**Routing congestion**

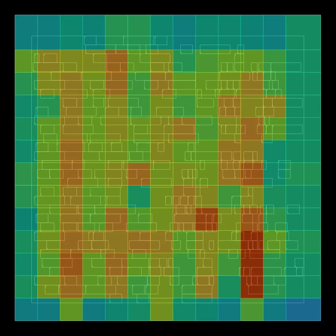
**Floorplan with the power grid**

Drawn at 4 px/um. Pins as bars on the die edge.
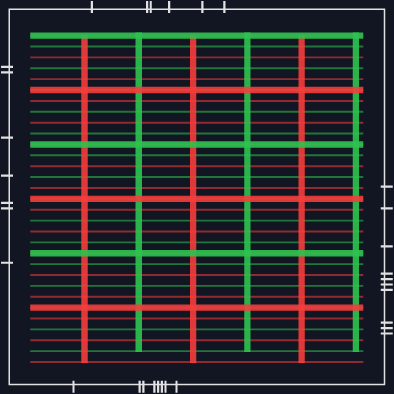
**Clock distribution**

Drawn at 6 px/um.
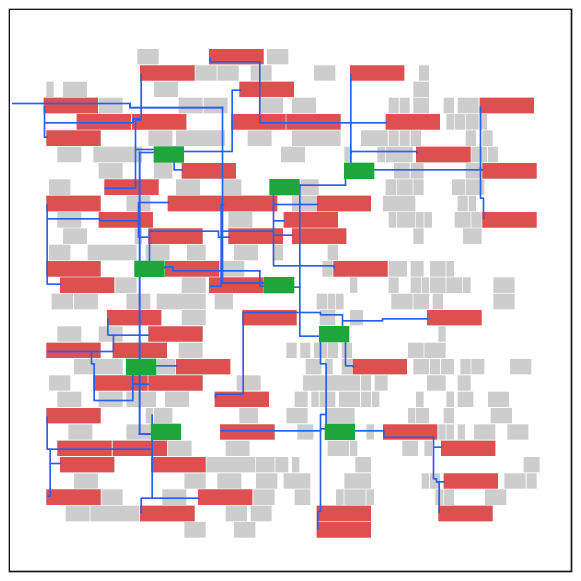
**Routed metal, one colour a layer**

Drawn at 6 px/um. Only two layers are drawn.
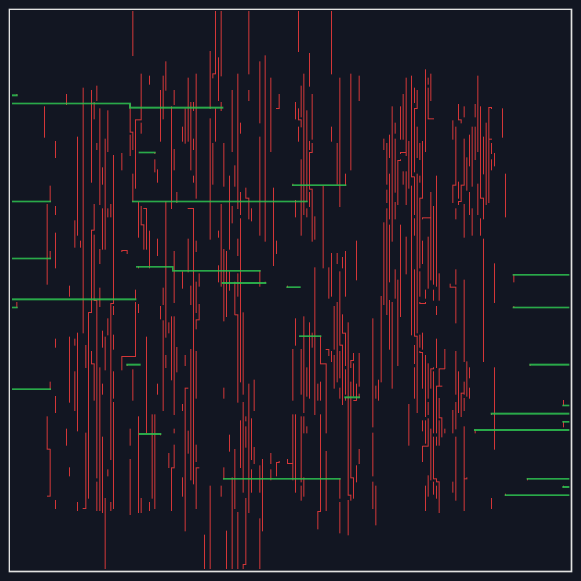
**src/rtl/pw_entry_driver_if.sv**
```systemverilog
// ---------------------------------------------------------------------------
// pw_entry_driver_if
// Lock-side connection between pw_entry_driver (master) and the password
// lock pw_fsm (slave). It replaces the switches and the down button.
//   char_out   master->slave  character presented to the lock's char_in
//   enter_out  master->slave  enter strobe to the lock
//   open_in    slave->master  lock reports the guess was correct
//   wrong_in   slave->master  lock reports the guess was wrong
// ---------------------------------------------------------------------------
interface pw_entry_driver_if #(
  parameter int CHAR_W = 8
);
  logic [CHAR_W-1:0] char_out;
  logic              enter_out;
  logic              open_in;
  logic              wrong_in;

  modport master (
    output char_out,
    output enter_out,
    input  open_in,
    input  wrong_in
  );

  modport slave (
    input  char_out,
    input  enter_out,
    output open_in,
    output wrong_in
  );
endinterface

```
**src/rtl/pw_entry_driver.sv**
```systemverilog
// ---------------------------------------------------------------------------
// pw_entry_driver
// Automated initiator for the password lock. It replays a stored guess of
// PW_LEN characters onto the lock with cycle-exact timing, then reports
// whether the lock opened, reported wrong, or stayed silent (timeout).
//
// Ports
//   clk, reset_n   clock and asynchronous active-low reset (MMCM locked)
//   load_en/idx/char  write one guess slot; dropped while a run is active
//   start          begin a run; honoured only in IDLE or DONE
//   lock           pw_entry_driver_if.master: char_out, enter_out, open_in,
//                  wrong_in towards the lock
//   busy           run in progress (SETUP, PRESS or WAIT_RES)
//   done           run finished, result flags valid
//   res_open/res_wrong/res_timeout  latched outcome of the last run
//   trig           laser trigger
//
// Build option
//   PW_DRV_TRIG_EN  when defined, trig pulses for one cycle together with the
//                   rising edge of enter_out for the last character; when
//                   undefined, trig is tied low.
// ---------------------------------------------------------------------------
module pw_entry_driver #(
  parameter int PW_LEN   = 4,
  parameter int CHAR_W   = 8,
  parameter int HOLD_CYC = 4,
  parameter int GAP_CYC  = 8,
  parameter int TIMEOUT  = 255,
  localparam int IDX_W   = (PW_LEN > 1) ? $clog2(PW_LEN) : 1
) (
  input  logic                clk,
  input  logic                reset_n,
  input  logic                load_en,
  input  logic [IDX_W-1:0]    load_idx,
  input  logic [CHAR_W-1:0]   load_char,
  input  logic                start,
  pw_entry_driver_if.master   lock,
  output logic                busy,
  output logic                done,
  output logic                res_open,
  output logic                res_wrong,
  output logic                res_timeout,
  output logic                trig
);

  localparam logic [2:0] S_IDLE     = 3'd0;
  localparam logic [2:0] S_SETUP    = 3'd1;
  localparam logic [2:0] S_PRESS    = 3'd2;
  localparam logic [2:0] S_WAIT_RES = 3'd3;
  localparam logic [2:0] S_DONE     = 3'd4;

  // One shared counter serves the gap, hold and timeout phases, so it is
  // sized for the largest of the three terminal counts.
  localparam int MAX_GH  = (GAP_CYC > HOLD_CYC) ? GAP_CYC : HOLD_CYC;
  localparam int MAX_ALL = (MAX_GH > TIMEOUT) ? MAX_GH : TIMEOUT;
  localparam int CNT_W   = $clog2(MAX_ALL + 1);

  localparam logic [CNT_W-1:0] GAP_LAST  = CNT_W'(GAP_CYC - 1);
  localparam logic [CNT_W-1:0] HOLD_LAST = CNT_W'(HOLD_CYC - 1);
  localparam logic [CNT_W-1:0] TO_LAST   = CNT_W'(TIMEOUT - 1);
  localparam logic [IDX_W-1:0] LAST_IDX  = IDX_W'(PW_LEN - 1);

  logic [2:0]        state;
  logic [IDX_W-1:0]  idx;
  logic [CNT_W-1:0]  cnt;
  logic [CHAR_W-1:0] guess [PW_LEN];
  logic              idle_like;

  assign idle_like = (state == S_IDLE) || (state == S_DONE);
  assign busy      = (state == S_SETUP) || (state == S_PRESS) || (state == S_WAIT_RES);
  assign done      = (state == S_DONE);

  // Guess storage. Writes are only accepted between runs so the sequence
  // replayed is frozen from start to DONE.
  // NOTE: this small array is reset explicitly because a cleared guess is
  // observable behaviour; that forces flops rather than a RAM macro.
  always_ff @(posedge clk or negedge reset_n) begin
    if (!reset_n) begin
      for (int i = 0; i < PW_LEN; i++) guess[i] <= '0;
    end else if (load_en && idle_like && (32'(load_idx) < PW_LEN)) begin
      guess[load_idx] <= load_char;
    end
  end

  // Sequencer. char_out and enter_out are registered and only move on state
  // transitions, so char_out never changes while enter_out is high.
  // NOTE: every state register here uses non-blocking assignment so all
  // updates see the pre-edge values of state, cnt and idx.
  always_ff @(posedge clk or negedge reset_n) begin
    if (!reset_n) begin
      state          <= S_IDLE;
      idx            <= '0;
      cnt            <= '0;
      lock.char_out  <= '0;
      lock.enter_out <= 1'b0;
      res_open       <= 1'b0;
      res_wrong      <= 1'b0;
      res_timeout    <= 1'b0;
    end else begin
      case (state)
        S_IDLE, S_DONE: begin
          if (start) begin
            state         <= S_SETUP;
            idx           <= '0;
            cnt           <= '0;
            lock.char_out <= guess[0];
            res_open      <= 1'b0;
            res_wrong     <= 1'b0;
            res_timeout   <= 1'b0;
          end
        end
        S_SETUP: begin
          if (cnt == GAP_LAST) begin
            state          <= S_PRESS;
            cnt            <= '0;
            lock.enter_out <= 1'b1;
          end else begin
            cnt <= cnt + 1'b1;
          end
        end
        S_PRESS: begin
          if (cnt == HOLD_LAST) begin
            cnt            <= '0;
            lock.enter_out <= 1'b0;
            if (idx == LAST_IDX) begin
              state <= S_WAIT_RES;
            end else begin
              state         <= S_SETUP;
              idx           <= idx + 1'b1;
              lock.char_out <= guess[idx + 1'b1];
            end
          end else begin
            cnt <= cnt + 1'b1;
          end
        end
        S_WAIT_RES: begin
          // A lock response wins over a timeout landing in the same cycle.
          if (lock.open_in || lock.wrong_in) begin
            res_open      <= lock.open_in;
            res_wrong     <= lock.wrong_in;
            state         <= S_DONE;
            lock.char_out <= '0;
          end else if (cnt == TO_LAST) begin
            res_timeout   <= 1'b1;
            state         <= S_DONE;
            lock.char_out <= '0;
          end else begin
            cnt <= cnt + 1'b1;
          end
        end
        default: state <= S_IDLE;
      endcase
    end
  end

`ifdef PW_DRV_TRIG_EN
  // Fires on the same edge that raises enter_out for the last character.
  always_ff @(posedge clk or negedge reset_n) begin
    if (!reset_n) begin
      trig <= 1'b0;
    end else begin
      trig <= (state == S_SETUP) && (cnt == GAP_LAST) && (idx == LAST_IDX);
    end
  end
`else
  assign trig = 1'b0;
`endif

endmodule

```
**src/flat_wrapper.sv**
```systemverilog
// flat-port wrapper written by rule: the top's interface ports become plain ports
module pw_entry_driver_flat 
#(
  parameter int PW_LEN   = 4,
  parameter int CHAR_W   = 8,
  parameter int HOLD_CYC = 4,
  parameter int GAP_CYC  = 8,
  parameter int TIMEOUT  = 255,
  localparam int IDX_W   = (PW_LEN > 1) ? $clog2(PW_LEN) : 1
)
  (clk, reset_n, load_en, load_idx, load_char, start, busy, done, res_open, res_wrong, res_timeout, trig, lock_char_out, lock_enter_out, lock_open_in, lock_wrong_in);
  pw_entry_driver_if #(.CHAR_W(CHAR_W)) lock_i ();
  input  logic clk;
  input  logic reset_n;
  input  logic load_en;
  input  logic [IDX_W-1:0] load_idx;
  input  logic [CHAR_W-1:0] load_char;
  input  logic start;
  output logic busy;
  output logic done;
  output logic res_open;
  output logic res_wrong;
  output logic res_timeout;
  output logic trig;
  output wire logic [$bits(lock_i.char_out)-1:0] lock_char_out;
  output wire logic [$bits(lock_i.enter_out)-1:0] lock_enter_out;
  input wire logic [$bits(lock_i.open_in)-1:0] lock_open_in;
  input wire logic [$bits(lock_i.wrong_in)-1:0] lock_wrong_in;
  assign lock_char_out = lock_i.char_out;
  assign lock_enter_out = lock_i.enter_out;
  assign lock_i.open_in = lock_open_in;
  assign lock_i.wrong_in = lock_wrong_in;
  pw_entry_driver #(.PW_LEN(PW_LEN), .CHAR_W(CHAR_W), .HOLD_CYC(HOLD_CYC), .GAP_CYC(GAP_CYC), .TIMEOUT(TIMEOUT)) u_core (.clk(clk), .reset_n(reset_n), .load_en(load_en), .load_idx(load_idx), .load_char(load_char), .start(start), .lock(lock_i), .busy(busy), .done(done), .res_open(res_open), .res_wrong(res_wrong), .res_timeout(res_timeout), .trig(trig));
endmodule
```
**config.mk**
```make
export PLATFORM = sky130hd
export DESIGN_NAME = pw_entry_driver_flat
export DESIGN_NICKNAME = d
export VERILOG_FILES = /design/src/rtl/pw_entry_driver_if.sv /design/src/rtl/pw_entry_driver.sv /design/src/flat_wrapper.sv
export SDC_FILE = /design/constraint.sdc
export NUM_CORES = 1
export LEC_CHECK = 0
export ABC_CLOCK_PERIOD_IN_PS = 3000
export CELL_PAD_IN_SITES_DETAIL_PLACEMENT = 0
export CELL_PAD_IN_SITES_GLOBAL_PLACEMENT = 2
export CORE_MARGIN = 5
export CORE_UTILIZATION = 41
export DETAILED_ROUTE_END_ITERATION = 12
export PLACE_DENSITY_LB_ADDON = 0.05
export SYNTH_ARGS = -nofsm -noshare
export SYNTH_HDL_FRONTEND = slang
export SYNTH_SLANG_ARGS = --single-unit
```
**constraint.sdc**
```tcl
create_clock -name clk -period 3 [get_ports clk]
set_clock_uncertainty 0.1 [all_clocks]
set_input_delay 0.6 -clock clk [delete_from_list [all_inputs] [get_ports clk]]
set_output_delay 0.6 -clock clk [all_outputs]
set_load 0.02 [all_outputs]
```
==> summary.txt <==
The full implementation flow was run.

The run finished with clean final reports. The floorplan-stage core utilization stands at 0.420. Per the timing report, the most critical flop-to-flop path originates at u_core.cnt[0].

The number of standard cells reported by yosys stands at approximately 230. The layout overhead on the synthesized area stands at 20.9%. Note that the worst hold path type here is input pin to async pin. The pre-CTS setup slack stands at roughly 380 ps. The wire length of the first global-routing pass stands at 10.7 mm. Among all flip-flop cells after synthesis, the most frequent one is dfrtp_1. The number of design rule violations left after detail routing stands at 0. The number of max-capacitance violations reported stands at 0. The worst setup path is of the register to output port kind. The total negative setup slack stands at 0 ps. The number of top-level design ports stands at 31. The leakage component of the power was reported as roughly 1.5 nW.

According to the floorplan report, the die height is a little over 90 um. The count of library flops with an enable pin stands at 0. The count of cells resized by post-cts repair stands at 0.

The first TritonRoute pass finished after 4 iterations. Setup repair after global routing left no endpoint under its margin. The required time of the critical path stands at between 2000 and 2500 ps.

The final timing report derives a shortest allowable period of approximately 2600 ps. The longest clock path from root to sink contains 2 buffers. The final antenna-violating net count stands at 0. Logic depth along the worst register-to-register path is recorded as 5. VDD sags by at most 426 uV. The number of buffers added on ports stands at 29.

Detailed placement finished with a half-perimeter wire length of about 4.3 mm. In this run the tightest slew margin relative to its limit is 0.487. The post-synthesis instance area stands at approximately 0.0029 mm2. The final cell count without fillers stands at between 300 and 400. Once the clock tree was built, the setup fixing pass inserted 0 buffers. Among logic cells in the layout, the one with the most instances is dfrtp_1. Based on the critical path, the design can be clocked at up to roughly 390 MHz.

The clock-pin slew of the registers on the worst-case setup and hold paths stands at approximately 60 ps. The tightest hold margin stands at between 300 and 400 ps. The post-synth area from yosys stat stands at between 0.002 and 0.003 mm2. The detailed placer reported the number of placed instances as 357.

The number of antenna violations at the first check in global routing stands at 0. The detailed router finished its first iteration with between 80 and 90 violations. The worst setup path is captured at an output port. In this run the critical register-to-register path is captured at u_core.lock.char_out[5].

The post-synthesis register bit count stands at ~57. The final design utilization stands at 0.508. The number of antenna repair diodes stands at 0. The arrival time at the worst endpoint stands at ~1900 ps.

Counting every net in the synthesized netlist gives 253. Entering global routing, the biggest net connects roughly 58 pins. The number of warnings reported in the yosys synthesis log stands at 0. The number of vias per cell stands at ~5.4. The number of clock sinks stands at about 57. In this run, CTS created clock tree buffers numbering 9. The sequential share of the synthesized area stands at 0.500. Setup slack closes at approximately 420 ps.

Per the synth stats, the proportion of register bits with asynchronous set or reset is 1.00. TritonCTS built the clock tree. For this run, the post-layout net count is between 200 and 300. Setup slack on the worst reg-to-reg path comes out at 600 ps. The worst setup path is launched from a register. The number of standard cells after synthesis stands at between 200 and 250. The final-report hold violation count stands at 0.

The script computed a power per unit cell area of ~890 mW/mm2. The total global routing overflow stands at 0. The cell sitting at the root of the clock tree is a clkbuf_8. Pins over their slew limit in the final report were tallied at 0. The count of distinct cell types in the synthesized netlist stands at 45. In this run the horizontal extent of the chip is 93.5 um. The period utilization stands at 0.862.

The via count of the first global-routing pass is roughly 2100. The area of the core region stands at 0.00679 mm2. After floorplanning, the core was divided into 30 placement rows. The placer's final routability congestion estimate stands at 0.745. Ranking logic cells in the layout by count gives the top entries dfrtp_1, mux2_2, clkdlybuf4s50_1.

Averaged over all synthesized cells, the footprint is 12.2 um2. The area of the die stands at 0.00873 mm2. The share of post-route cells with drive strength above 1 stands at 0.278. The logs give a warning total of 27. The slew at the pin with the worst max-slew slack stands at about 770 ps. Buffers inserted to repair hold after CTS numbered 0.

The biggest fanout along the worst timing path stands at 15. The H-tree was split into 3 levels. From the final report, the count of setup violators was given as 0.
## Picture notes: 'routing congestion'
Most Crowded Layer GR: met2
post-detailed-route wirelength per cell: 17.1 um
M1 GR Usage: 0.206

## Picture notes: 'floorplan with the power grid'
- VSS: red
- VDD: green
- signal pins: 31
- met1 rails: 31
- met4 straps: 6
- met5 straps: 6
- rows: 30

## Picture notes: 'clock distribution'
- clock wires: blue (length 793 um)
- cells driving clock nets: green (count 9)
- flip-flops: red (count 57)
- routed clock nets: 10
- flops lie: all over the die
clock group power: 0.638 mW
Clock Power Share: 0.208
clock latency reported for the late side of the worst-skew pair: 330 ps

## Picture notes: 'routed metal, one colour a layer'
- met3: green (wire length 250 um)
- met2: red (wire length 3080 um)
final wirelength: 6.39 mm
via count of the routed design: 2015
Total GRT Usage: 0.161

-- Yosys cell counts (all sizes together) (5+ instances only) --
master	count	area, um2
dfrtp	57	1430
mux2	40	450
nand2	13	48.8
o21ai	12	60.1
nor2	10	37.5
a21oi	9	45.0
nand3	9	45.0
a22o	8	70.1
buf	8	43.8
inv	8	30.0
mux4	8	180
nor3	5	30.0
-- through the flow --
stage	area [um2]	power [mW]
after detailed placement	3280	2.45
after global routing	3450	3.27
after floorplan	2860	2.06
final	3450	3.06
after CTS	3450	3.10
after global placement	3280	2.43
-- metal layers --
metal	vias up	wire length [um]	share of wire	global-route usage
met5	-	0	0	0
li1	951	-	-	-
met3	9	249	0.039	0.0394
met4	0	101	0.016	0.0696
met1	1022	2950	0.46	0.206
met2	33	3080	0.48	0.258
-- cell families after synthesis --
| family | Yosys count | synth area share |
|---|---|---|
| AND-OR/OR-AND | 43 | 0.106 |
| adder cells (fa/ha/maj) | 3 | 0.0131 |
| buffers and inverters | 20 | 0.0315 |
| flip-flops | 57 | 0.500 |
| multiplexers | 51 | 0.231 |
| other | 1 | 0.00131 |
| AND/OR/NAND/NOR | 59 | 0.117 |
-- final cells by class --
class                           instances  area (um2)
Tap cell                               96         120
Fill cell                             601        3340
Clock buffer                           14         163
Clock inverter                          2        12.5
Multi-Input combinational cell        157        1340
Inverter                                8        30.0
Sequential cell                        57        1430
Timing Repair Buffer                   39         360
-- critical path: stages, from the launching register on --
cell and delay, ps:
dfrtp_1 540, nor2_1 240, nand2_1 100, inv_1 80, clkdlybuf4s50_1 590
-- registers in the layout, indices dropped and copies added (netlist names) --
name / cells
u_core.idx: 2
u_core.res_timeout: 1
u_core.state: 3
u_core.cnt: 8
u_core.lock.char_out: 8
u_core.guess: 32
u_core.res_open: 1
u_core.lock.enter_out: 1
u_core.res_wrong: 1
-- report_power, final --
part	internal (mW)	switching (mW)	total, mW
combinational	0.642	0.514	1.16
sequential	1.06	0.205	1.27
clock	0.345	0.294	0.638
total	2.05	1.01	3.06
-- worst max path at each step --
stage | from | end | slack (ps) | cells after the start
4_1_cts | u_core.state[1] | done | 410 | 4
5_1_grt | u_core.state[1] | done | 270 | 4
3_3_place_gp | lock_wrong_in | u_core.cnt[3] | 430 | 5
3_5_place_dp | lock_wrong_in | u_core.cnt[7] | 380 | 5
2_1_floorplan | u_core.cnt[0] | u_core.lock.char_out[0] | 980 | 5
6_report | u_core.state[1] | done | 420 | 4
No activity file was given, so power comes from the tool's default toggle rates.
